$ cat src/rtl/calc_pkg.sv
// Shared definitions for the multi-digit calculator: PS/2 set-2 make codes,
// FSM states, operator encoding and the scan-code-to-digit decoder.
package calc_pkg;

    localparam logic [7:0] SC_0        = 8'h45;
    localparam logic [7:0] SC_1        = 8'h16;
    localparam logic [7:0] SC_2        = 8'h1E;
    localparam logic [7:0] SC_3        = 8'h26;
    localparam logic [7:0] SC_4        = 8'h25;
    localparam logic [7:0] SC_5        = 8'h2E;
    localparam logic [7:0] SC_6        = 8'h36;
    localparam logic [7:0] SC_7        = 8'h3D;
    localparam logic [7:0] SC_8        = 8'h3E;
    localparam logic [7:0] SC_9        = 8'h46;
    localparam logic [7:0] SC_PLUS     = 8'h79;
    localparam logic [7:0] SC_MINUS_KP = 8'h7B;
    localparam logic [7:0] SC_MINUS    = 8'h4E;
    localparam logic [7:0] SC_MUL      = 8'h7C;
    localparam logic [7:0] SC_ENTER    = 8'h5A;
    localparam logic [7:0] SC_ESC      = 8'h76;

    typedef enum logic [2:0] {
        ST_OPA,
        ST_OPB,
        ST_CALC,
        ST_CONV,
        ST_SHOW,
        ST_ERR
    } state_e;

    typedef enum logic [1:0] {
        OP_ADD,
        OP_SUB,
        OP_MUL
    } op_e;

    typedef struct packed {
        logic       is_digit;
        logic [3:0] digit;
    } digit_dec_t;

    function automatic digit_dec_t decode_digit(input logic [7:0] code);
        digit_dec_t r;
        r.is_digit = 1'b1;
        r.digit    = 4'd0;
        case (code)
            SC_0: r.digit = 4'd0;
            SC_1: r.digit = 4'd1;
            SC_2: r.digit = 4'd2;
            SC_3: r.digit = 4'd3;
            SC_4: r.digit = 4'd4;
            SC_5: r.digit = 4'd5;
            SC_6: r.digit = 4'd6;
            SC_7: r.digit = 4'd7;
            SC_8: r.digit = 4'd8;
            SC_9: r.digit = 4'd9;
            default: r.is_digit = 1'b0;
        endcase
        return r;
    endfunction

    function automatic longint unsigned pow10(input int n);
        longint unsigned p;
        p = 1;
        for (int i = 0; i < n; i++) p = p * 10;
        return p;
    endfunction

endpackage

$ cat src/rtl/calc_seq_engine_bin2bcd.sv
// Sequential double-dabble: one shift/add-3 step per cycle. done is high in the
// cycle of the last step; bcd holds the finished digits from the next cycle on.
module bin2bcd_seq #(
    parameter int W  = 17,
    parameter int ND = 5
) (
    input  logic            clk,
    input  logic            reset,
    input  logic            start,
    input  logic            abort,
    input  logic [W-1:0]    bin,
    output logic            done,
    output logic [4*ND-1:0] bcd
);
    localparam int CW = $clog2(W + 1);

    logic [W-1:0]    sh_q;
    logic [4*ND-1:0] bcd_q;
    logic [4*ND-1:0] bcd_d;
    logic [CW-1:0]   cnt_q;

    // Adjust each nibble, then shift the whole chain left by one, feeding
    // the next binary bit into the LSD.
    always_comb begin : dd_step
        logic [3:0] nib;
        logic       carry;
        carry = sh_q[W-1];
        bcd_d = '0;
        for (int i = 0; i < ND; i++) begin
            nib = bcd_q[4*i +: 4];
            if (nib >= 4'd5) nib = nib + 4'd3;
            bcd_d[4*i +: 4] = {nib[2:0], carry};
            carry = nib[3];
        end
    end

    always_ff @(posedge clk) begin
        if (!reset || abort) begin
            sh_q  <= '0;
            bcd_q <= '0;
            cnt_q <= '0;
        end else if (start) begin
            sh_q  <= bin;
            bcd_q <= '0;
            cnt_q <= CW'(W);
        end else if (cnt_q != '0) begin
            sh_q  <= {sh_q[W-2:0], 1'b0};
            bcd_q <= bcd_d;
            cnt_q <= cnt_q - CW'(1);
        end
    end

    assign done = (cnt_q == CW'(1));
    assign bcd  = bcd_q;

endmodule

$ cat src/rtl/calc_seq_engine.sv
// Multi-digit keyboard calculator: two decimal operands, +/- (and * when
// CALC_MUL_EN is defined), signed result converted to BCD for the 7-seg display.
module calc_seq_engine
    import calc_pkg::*;
#(
    parameter int DIGITS = 4,
    parameter int OPW    = 14,
    parameter int RW     = 17
) (
    input  logic                    clk,
    input  logic                    reset,
    input  logic                    key_valid,
    input  logic [7:0]              key_code,
    output logic [4*(DIGITS+1)-1:0] bcd_out,
    output logic                    sign,
    output logic                    busy,
    output logic                    result_valid,
    output logic                    overflow
);
    localparam int EW = 4 * DIGITS;
    localparam int BW = 4 * (DIGITS + 1);
    localparam int CW = $clog2(DIGITS + 1);

    state_e         state_q, state_d;
    op_e            op_q;
    logic [OPW-1:0] a_q, b_q;
    logic [CW-1:0]  cnt_q;
    logic [EW-1:0]  entry_q;
    logic           sign_q;

    digit_dec_t     dec;
    logic           k_digit, k_op, k_enter, k_esc;
    op_e            k_opv;

    logic           acc_digit, take_op, restart, clear_all, conv_start;
    logic [RW-1:0]  mag;
    logic           mag_neg, calc_ovf;
    logic           conv_done;
    logic [BW-1:0]  conv_bcd;

    assign dec     = decode_digit(key_code);
    assign k_digit = key_valid && dec.is_digit;
    assign k_enter = key_valid && (key_code == SC_ENTER);
    assign k_esc   = key_valid && (key_code == SC_ESC);

    always_comb begin
        k_op  = 1'b0;
        k_opv = OP_ADD;
        if (key_valid) begin
            case (key_code)
                SC_PLUS: k_op = 1'b1;
                SC_MINUS, SC_MINUS_KP: begin
                    k_op  = 1'b1;
                    k_opv = OP_SUB;
                end
`ifdef CALC_MUL_EN
                SC_MUL: begin
                    k_op  = 1'b1;
                    k_opv = OP_MUL;
                end
`endif
                default: ;
            endcase
        end
    end

    // Result magnitude and sign, evaluated from the latched operands in CALC.
`ifdef CALC_MUL_EN
    localparam logic [2*OPW-1:0] PROD_MAX = (2*OPW)'(pow10(DIGITS + 1) - 1);
    logic [2*OPW-1:0] prod;
    assign prod = {{OPW{1'b0}}, a_q} * {{OPW{1'b0}}, b_q};
`endif

    always_comb begin
        mag      = '0;
        mag_neg  = 1'b0;
        calc_ovf = 1'b0;
        case (op_q)
            OP_ADD: mag = {{(RW-OPW){1'b0}}, a_q} + {{(RW-OPW){1'b0}}, b_q};
            OP_SUB: begin
                if (a_q < b_q) begin
                    mag     = {{(RW-OPW){1'b0}}, b_q} - {{(RW-OPW){1'b0}}, a_q};
                    mag_neg = 1'b1;
                end else begin
                    mag = {{(RW-OPW){1'b0}}, a_q} - {{(RW-OPW){1'b0}}, b_q};
                end
            end
`ifdef CALC_MUL_EN
            OP_MUL: begin
                mag      = prod[RW-1:0];
                calc_ovf = (prod > PROD_MAX);
            end
`endif
            default: ;
        endcase
    end

    always_ff @(posedge clk) begin
        if (!reset) state_q <= ST_OPA;
        else        state_q <= state_d;
    end

    always_comb begin
        state_d    = state_q;
        acc_digit  = 1'b0;
        take_op    = 1'b0;
        restart    = 1'b0;
        clear_all  = 1'b0;
        conv_start = 1'b0;
        if (k_esc) begin
            clear_all = 1'b1;
            state_d   = ST_OPA;
        end else begin
            case (state_q)
                ST_OPA: begin
                    if (k_digit) acc_digit = 1'b1;
                    else if (k_op) begin
                        take_op = 1'b1;
                        state_d = ST_OPB;
                    end
                end
                ST_OPB: begin
                    if (k_digit) acc_digit = 1'b1;
                    else if (k_op && cnt_q == '0) take_op = 1'b1;
                    else if (k_enter) state_d = ST_CALC;
                end
                ST_CALC: begin
                    if (calc_ovf) state_d = ST_ERR;
                    else begin
                        conv_start = 1'b1;
                        state_d    = ST_CONV;
                    end
                end
                ST_CONV: if (conv_done) state_d = ST_SHOW;
                ST_SHOW, ST_ERR: begin
                    if (k_digit) begin
                        restart = 1'b1;
                        state_d = ST_OPA;
                    end
                end
                default: state_d = ST_OPA;
            endcase
        end
    end

    always_ff @(posedge clk) begin
        if (!reset || clear_all) begin
            op_q    <= OP_ADD;
            a_q     <= '0;
            b_q     <= '0;
            cnt_q   <= '0;
            entry_q <= '0;
            sign_q  <= 1'b0;
        end else begin
            // Digits beyond DIGITS are dropped, so the operand keeps its leading digits.
            if (acc_digit && cnt_q < CW'(DIGITS)) begin
                if (state_q == ST_OPA) a_q <= a_q * OPW'(10) + {{(OPW-4){1'b0}}, dec.digit};
                else                   b_q <= b_q * OPW'(10) + {{(OPW-4){1'b0}}, dec.digit};
                entry_q <= {entry_q[EW-5:0], dec.digit};
                cnt_q   <= cnt_q + CW'(1);
            end
            if (take_op) begin
                op_q    <= k_opv;
                b_q     <= '0;
                cnt_q   <= '0;
                entry_q <= '0;
            end
            if (restart) begin
                a_q     <= {{(OPW-4){1'b0}}, dec.digit};
                b_q     <= '0;
                cnt_q   <= CW'(1);
                entry_q <= {{(EW-4){1'b0}}, dec.digit};
                sign_q  <= 1'b0;
            end
            if (state_q == ST_CALC) sign_q <= mag_neg;
        end
    end

    bin2bcd_seq #(
        .W  (RW),
        .ND (DIGITS + 1)
    ) u_conv (
        .clk   (clk),
        .reset (reset),
        .start (conv_start),
        .abort (clear_all),
        .bin   (mag),
        .done  (conv_done),
        .bcd   (conv_bcd)
    );

    always_comb begin
        bcd_out      = '0;
        sign         = 1'b0;
        busy         = 1'b0;
        result_valid = 1'b0;
        overflow     = 1'b0;
        case (state_q)
            ST_OPA, ST_OPB: bcd_out = {{(BW-EW){1'b0}}, entry_q};
            ST_CALC, ST_CONV: busy = 1'b1;
            ST_SHOW: begin
                bcd_out      = conv_bcd;
                sign         = sign_q;
                result_valid = 1'b1;
            end
            ST_ERR: begin
                bcd_out = '1;
`ifdef CALC_MUL_EN
                overflow = 1'b1;
`endif
            end
            default: ;
        endcase
    end

endmodule

$ cat config.mk
export PLATFORM = sky130hd
export DESIGN_NAME = calc_seq_engine
export DESIGN_NICKNAME = d
export VERILOG_FILES = /design/src/rtl/calc_pkg.sv /design/src/rtl/calc_seq_engine_bin2bcd.sv /design/src/rtl/calc_seq_engine.sv
export SDC_FILE = /design/constraint.sdc
export NUM_CORES = 1
export LEC_CHECK = 0
export ABC_AREA = 1
export CELL_PAD_IN_SITES_DETAIL_PLACEMENT = 1
export CELL_PAD_IN_SITES_GLOBAL_PLACEMENT = 2
export CORE_MARGIN = 1
export CORE_UTILIZATION = 35
export CTS_CLUSTER_DIAMETER = 50
export DETAILED_ROUTE_END_ITERATION = 10
export PLACE_DENSITY = 0.88
export SETUP_SLACK_MARGIN = 0.5
export SYNTH_ARGS = -nofsm -noshare
export SYNTH_HDL_FRONTEND = slang
export SYNTH_SLANG_ARGS = --single-unit
$ cat constraint.sdc
create_clock -name clk -period 3.3 [get_ports clk]
set_clock_uncertainty 0.05 [all_clocks]
set_input_delay 0.66 -clock clk [delete_from_list [all_inputs] [get_ports clk]]
set_output_delay 0.66 -clock clk [all_outputs]
set_load 0.01 [all_outputs]
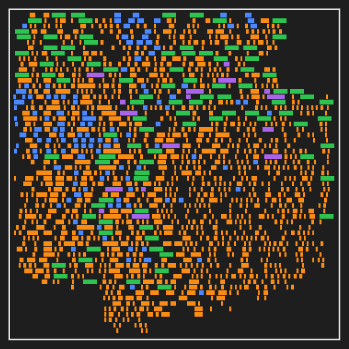
*Cells coloured by class, run 1*
Scale: 2 px per um.
Orange marks combinational and other logic, cells 1315, share of their area 70%. Purple marks clock drivers and dummy loads, cells 16, share of their area 2.7%. Green marks sequential cells, cells 94, share of their area 18%. Blue marks remaining buffers and delay cells, cells 123, share of their area 9.5%.
Finished Core Util: 43.0%
core box area: 26000 um^2

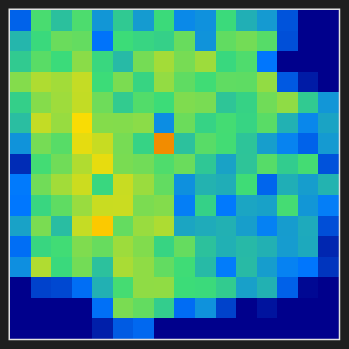
*Placement density heat map, run 1*
Scale: 2 px per um. 16 x 16 tiles, from dark blue (low) to red (high), 0 to 100% covered.
13% of the tiles are nearly empty. The mean over all tiles is 40%. 0.80% of the tiles are over 75% full.

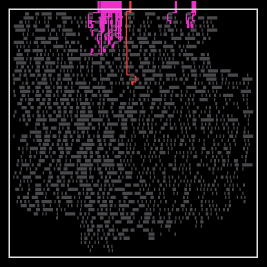
*I/O nets highlighted, run 1*
Scale: 1.5 px per um.
Red marks reset, bits 1, direction input, edge top, end cells 1, buffers 1, wire 56.3 um. Magenta marks bcd_out, bits 20, direction output, edge top, end cells 20, buffers 20, wire 369 um.
# IOs: 35
Buffers on Ports: 33

==> GITHUB_STEP_SUMMARY, run 1 <==
## Implementation flow summary

| Metric | Value |
|---|---|
| Crit-path leading delay family | simple AND/OR/NAND/NOR gates |
| Final setup vio count | 0 |
| Ao+oa area frac | 15.0% |
| First-pass GRT wire length | 47800 um |
| Hold-fix buffers at CTS | 0 |
| Cell area leaders | dfxtp_1 20%, nand2_1 17%, ha_1 14%, inv_1 7.3%, a21oi_1 6.1% |
| Reg2Reg Capture Point | a_q[13] |
| Final WS setup | 397 ps |
| Total CTS buffers | 9 |
| PwrDens | 312 nW/um^2 |
| Post-Syn Instances | 1453 |
| Seq pwr share | 37.8% |
| Tmin final | 2900 ps |
| Worst min path class | register to register |
| Initial antenna violation count | 0 |
| Slew Viols, Final | 0 |
| Largest net degree at the start of global routing | 39 |
| Iteration-0 DRC Markers | 432 |
| Detail Route Antenna Nets | 0 |
| Crit. path cell count | 25 |
| Final hold viol count | 0 |
| Worst Setup SP | key_code[0] |
| Hold Startpoint | u_conv.bcd[19] |
| Worst EP arrival | 3120 ps |
| # Cells Yosys | 1453 |
| Synth Warn # | 0 |
| Adder Share, Synth | 15.2% |
| Area fraction in mux cells | 0% |
| RSZ-0062 raised after global routing | true |
| Cell type with the largest total area | dfxtp_1 |
| Number of flip-flops in the largest register | 20 |
| Floorplan net count | 1572 |
| Nets | 1662 |
| Clock-pin slew on the worst setup and hold paths | 70 ps |
| H-tree levels | 3 |
| Most common cell in the netlist | nand2_1 |
| Reg-to-Reg Start | a_q[3] |
| Power Total | 3.49 mW |
| CTS resizes | 65 |
| Synth Area in XOR/XNOR | 5.39% |
| Logic power comb | 1.11 mW |
| Chip area | 27000 um^2 |
| Total GRT Usage | 22.3% |
| Synth Seq Share | 20.4% |
| DP Wirelength | 23700 um |
| Post-route design area | 11200 um^2 |
| Vias | 9565 |
| Hold Path Sink | u_conv.bcd[19] |
| Syn_area_per_cell | 6.35 um^2 |
| Reg2Reg Setup Slack | 510 ps |
| R2r worst-path depth | 13 |
| Hold slack final | 414 ps |
| Simple-Gate Area Share | 33.1% |
| Vias in the first global route | 9534 |
| Switching share of power | 39.5% |
| FP Util | 35.5% |
| Synth cell count leaders | 424 x nand2_1, 180 x inv_1, 119 x nor2_1, 112 x a21oi_1, 101 x ha_1 |
| Crit end category | register |
| Latency at later pin | 370 ps |
| Logic family by area | simple AND/OR/NAND/NOR gates |
| CP Max Fanout | 3 |
| Critical Setup Path Class | input pin to register |
| Worst path bufs/invs | 9 |
| Startpoint Class | input pin |
| Slew HR | 59.5% |
| Status | finished clean |
| Top_reg_cell synth | dfxtp_1 |
| Synthesized area | 9230 um^2 |
| Die height | 164 um |
| Layout cells sized above 1 | 17.7% |
| Pleak | 5.41 nW |
| Fin cells | 1883 |
run 1: per-layer routing:
| layer | track usage [%] | up-vias | share of wire (%) |
|---|---|---|---|
| met5 | 0 | - | 0 |
| met4 | 5.05 | 0 | 2.2 |
| met3 | 2.49 | 44 | 2.1 |
| met2 | 36.8 | 113 | 47 |
| met1 | 31.0 | 4576 | 48 |
| li1 | - | 4832 | - |
run 1: area by class of cell:
cell class                 count  area, um^2  share of cell area, %
timing repair buffer         123        1030                   9.18
inverter                     198         791                   7.07
sequential                    94        1900                   17.0
clock inverter                 7        66.3                  0.593
clock buffer                   9         225                   2.01
multi-input combinational   1117        6750                   60.4
tap                          335         419                   3.75
==> inputs of run 2 (changes only) <==
--- a/config.mk
+++ b/config.mk
@@ -8,12 +8,13 @@
 export ABC_AREA = 1
 export CELL_PAD_IN_SITES_DETAIL_PLACEMENT = 1
 export CELL_PAD_IN_SITES_GLOBAL_PLACEMENT = 2
-export CORE_MARGIN = 1
-export CORE_UTILIZATION = 35
+export CORE_MARGIN = 2
+export CORE_UTILIZATION = 34
 export CTS_CLUSTER_DIAMETER = 50
 export DETAILED_ROUTE_END_ITERATION = 10
-export PLACE_DENSITY = 0.88
+export PLACE_DENSITY = 0.87
 export SETUP_SLACK_MARGIN = 0.5
 export SYNTH_ARGS = -nofsm -noshare
 export SYNTH_HDL_FRONTEND = slang
+export SYNTH_HIERARCHICAL = 1
 export SYNTH_SLANG_ARGS = --single-unit
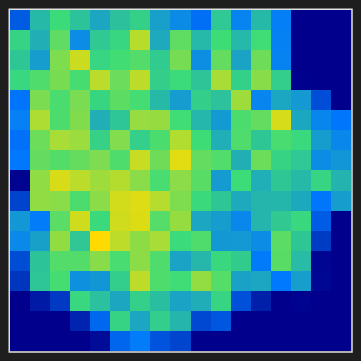
*Placement density heat map, run 2*
Scale: 2 px per um. 17 x 17 tiles, from dark blue (low) to red (high), 0 to 100% covered.
16% of the tiles are nearly empty. The emptiest ninth of the die: lower right. The fullest tile reaches 75%.
Finished Core Util: 41.6%
FP Util: 34.3%

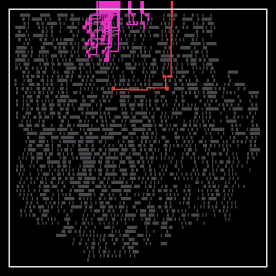
*I/O nets highlighted, run 2*
Scale: 1.5 px per um.
Red marks reset, bits 1, direction input, edge top, end cells 3, buffers 1, wire 99.5 um. Magenta marks bcd_out, bits 20, direction output, edge top, end cells 20, buffers 20, wire 458 um.

==> run 2 against run 1 <==
Compared with the run above:
- maximum frequency grew 7.5%
- sequential power about the same
- clock power about the same
- final cell count rose by 6.6%
==> GITHUB_STEP_SUMMARY, run 2 <==
## Implementation flow summary

| Metric | Value |
|---|---|
| Logic power comb | 1.14 mW (about the same) |
| Final setup vio count | 0 (unchanged) |
| Detail Route Antenna Nets | 0 (unchanged) |
| R2r worst-path depth | 18 (+5) |
| Synth Seq Share | 19.9% (-0.46 points) |
| Number of flip-flops in the largest register | 20 (unchanged) |
| Logic cell area | 6930 um^2 (+2.6%) |
| Slew Viols, Final | 0 (unchanged) |
| Largest cell class by area | logic gates |
| Startpoint Class | register |
| Total GRT Usage | 20.3% (-2.0 points) |
| Tapcell count | 378 (+13%) |
| Final WS setup | 598 ps (+202 ps) |
| Buffers on Ports | 33 (unchanged) |
| Synth Warn # | 6 (+6) |
| Tmin final | 2700 ps (-202 ps) |
| # Cells Yosys | 1535 (+5.6%) |
| Seq pwr share | 37.5% (-0.3 points) |
| Initial antenna violation count | 0 (unchanged) |
| DP Wirelength | 23800 um (+0.14%) |
| Most common cell in the netlist | nand2_1 |
| PwrDens | 308 nW/um^2 (-1.1%) |
| Clock-pin slew on the worst setup and hold paths | 80 ps (about the same) |
| # IOs | 35 (unchanged) |
| First-pass GRT wire length | 47800 um (unchanged) |
| Slew HR | 50.5% (-8.9 points) |
| Dpl cells | 1967 |
| Die height | 171 um (+3.8%) |
| CP Max Fanout | 11 (+8) |
| Fraction of area in registers | 16.8% (-0.12 points) |
| Worst Setup SP | state_q[0] |
| Psw | 1.40 mW |
| Cell area leaders | dfxtp_1 20%, nand2_1 18%, ha_1 13%, inv_1 7.9%, nor2_1 6.0% |
| Syn_area_per_cell | 6.15 um^2 (-3.1%) |
| Synth cell count leaders | 457 x nand2_1, 199 x inv_1, 152 x nor2_1, 101 x ha_1, 96 x nand3_1 |
| Non-clock buffer share | 8.60% (-0.58 points) |
| Layout cells sized above 1 | 17.3% (-0.44 points) |
| Crit end category | output pin |
| Nets | 1742 (+4.8%) |
| Final hold viol count | 0 (unchanged) |
| Worst path bufs/invs | 3 (-6) |
| Fin cells | 2007 (+6.6%) |
| Comb area share | 60.5% (+0.10 points) |
| Reg-to-Reg Start | a_q[7] |
| Power Total | 3.53 mW (+1.3%) |
| Routability cong. | 0.849 |
| Crit-path leading delay family | buffers and inverters |
| Iteration-0 DRC Markers | 339 (-22%) |
| Largest net degree at the start of global routing | 50 (+28%) |
| Crit. path cell count | 6 (-76%) |
| Worst min path class | register to register |
| Chip area | 29100 um^2 (+7.8%) |
| Pre-CTS WS | -202 ps |
| H-tree levels | 3 (unchanged) |
| Clock buf/inv share | 2.61% (+0.0029 points) |
| Layout clock buffers | 9 (unchanged) |
| Reg2Reg Setup Slack | 630 ps (+120 ps) |
| Hold Path Sink | u_conv/sh_q[2] |
| RSZ-0062 raised after global routing | true |
| FF+latch area | 1930 um^2 (+1.7%) |
| FF+latch count | 94 (unchanged) |
| Core box area | 27600 um^2 (+6.0%) |
| Vias in the first global route | 9701 (+1.8%) |
| Yosys stat area | 9450 um^2 |
| Cell type with the largest total area | dfxtp_1 |
| Switching share of power | 39.7% (+0.19 points) |
| Count of multi-input gates | 1180 (+5.6%) |
| Clock tree buffer depth | 2 |
| Reg2Reg Capture Point | u_conv/sh_q[14] |
| CTS resizes | 65 (unchanged) |
| Rows | 61 |
| Hold Startpoint | u_conv/sh_q[2] |
| Bufs w/o clock | 121 (-1.6%) |
| Critical Setup Path Class | register to output pin |
| Worst EP arrival | 1990 ps (-1130 ps) |
| Total CTS buffers | 9 (unchanged) |
| Final period util | 81.9% |
| Floorplan net count | 1654 (+5.2%) |
| Signal inverters | 217 (+9.6%) |
| Status | finished clean |
| Synthesized area | 9450 um^2 (+2.3%) |
| Pleak | 5.92 nW (+9.5%) |
| Hold slack final | 435 ps (+20.7 ps) |
| Hold-fix buffers at CTS | 0 (unchanged) |
| Top_reg_cell synth | dfxtp_1 |
| Seq group | 1.32 mW |
| Post-route design area | 11500 um^2 (+2.5%) |
| Post-Syn Instances | 1535 (+5.6%) |
| Latency at later pin | 360 ps (about the same) |
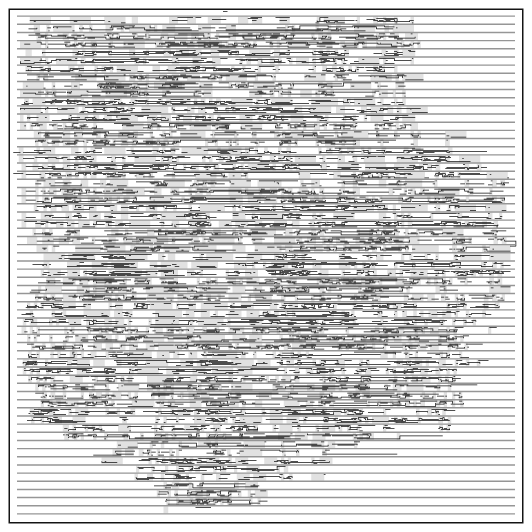
*Signal wires on met1, run 2*
Scale: 3 px per um. Supply wires on this layer in grey.
The longest straight run is 71.8 um. The layer carries 14900 um of wire.

==> run 2: cell types whose count changed in the layout (fill, tap and decap cells not counted), moves of 12 or more <==
cell             before  now
nand2_1             413  442
o21ai_1              10   22
clkdlybuf4s50_1      25    9
a21oi_1             108   79
o21ai_0              59   84
inv_1               171  192
nor2_1               97  134
==> run 2: routing by layer <==
layer | GRT usage (%) | vias up | wire length [um]
met5 | 0 | - | 0
li1 | - | 5056 | -
met2 | 34.4 | 65 | 14400
met3 | 2.57 | 29 | 477
met1 | 27.2 | 4676 | 14900
met4 | 5.20 | 0 | 485
==> run 2: kinds of logic after synthesis <==
kind of cell,Yosys count,synth area share (%)
fa+ha+maj,108,14.9
simple gates,793,36.2
xor+xnor,44,4.08
other cells,1,0.0397
compound gates,234,13.5
buf+inv,261,11.4
flops,94,19.9
Power and IR drop assume default switching activity.
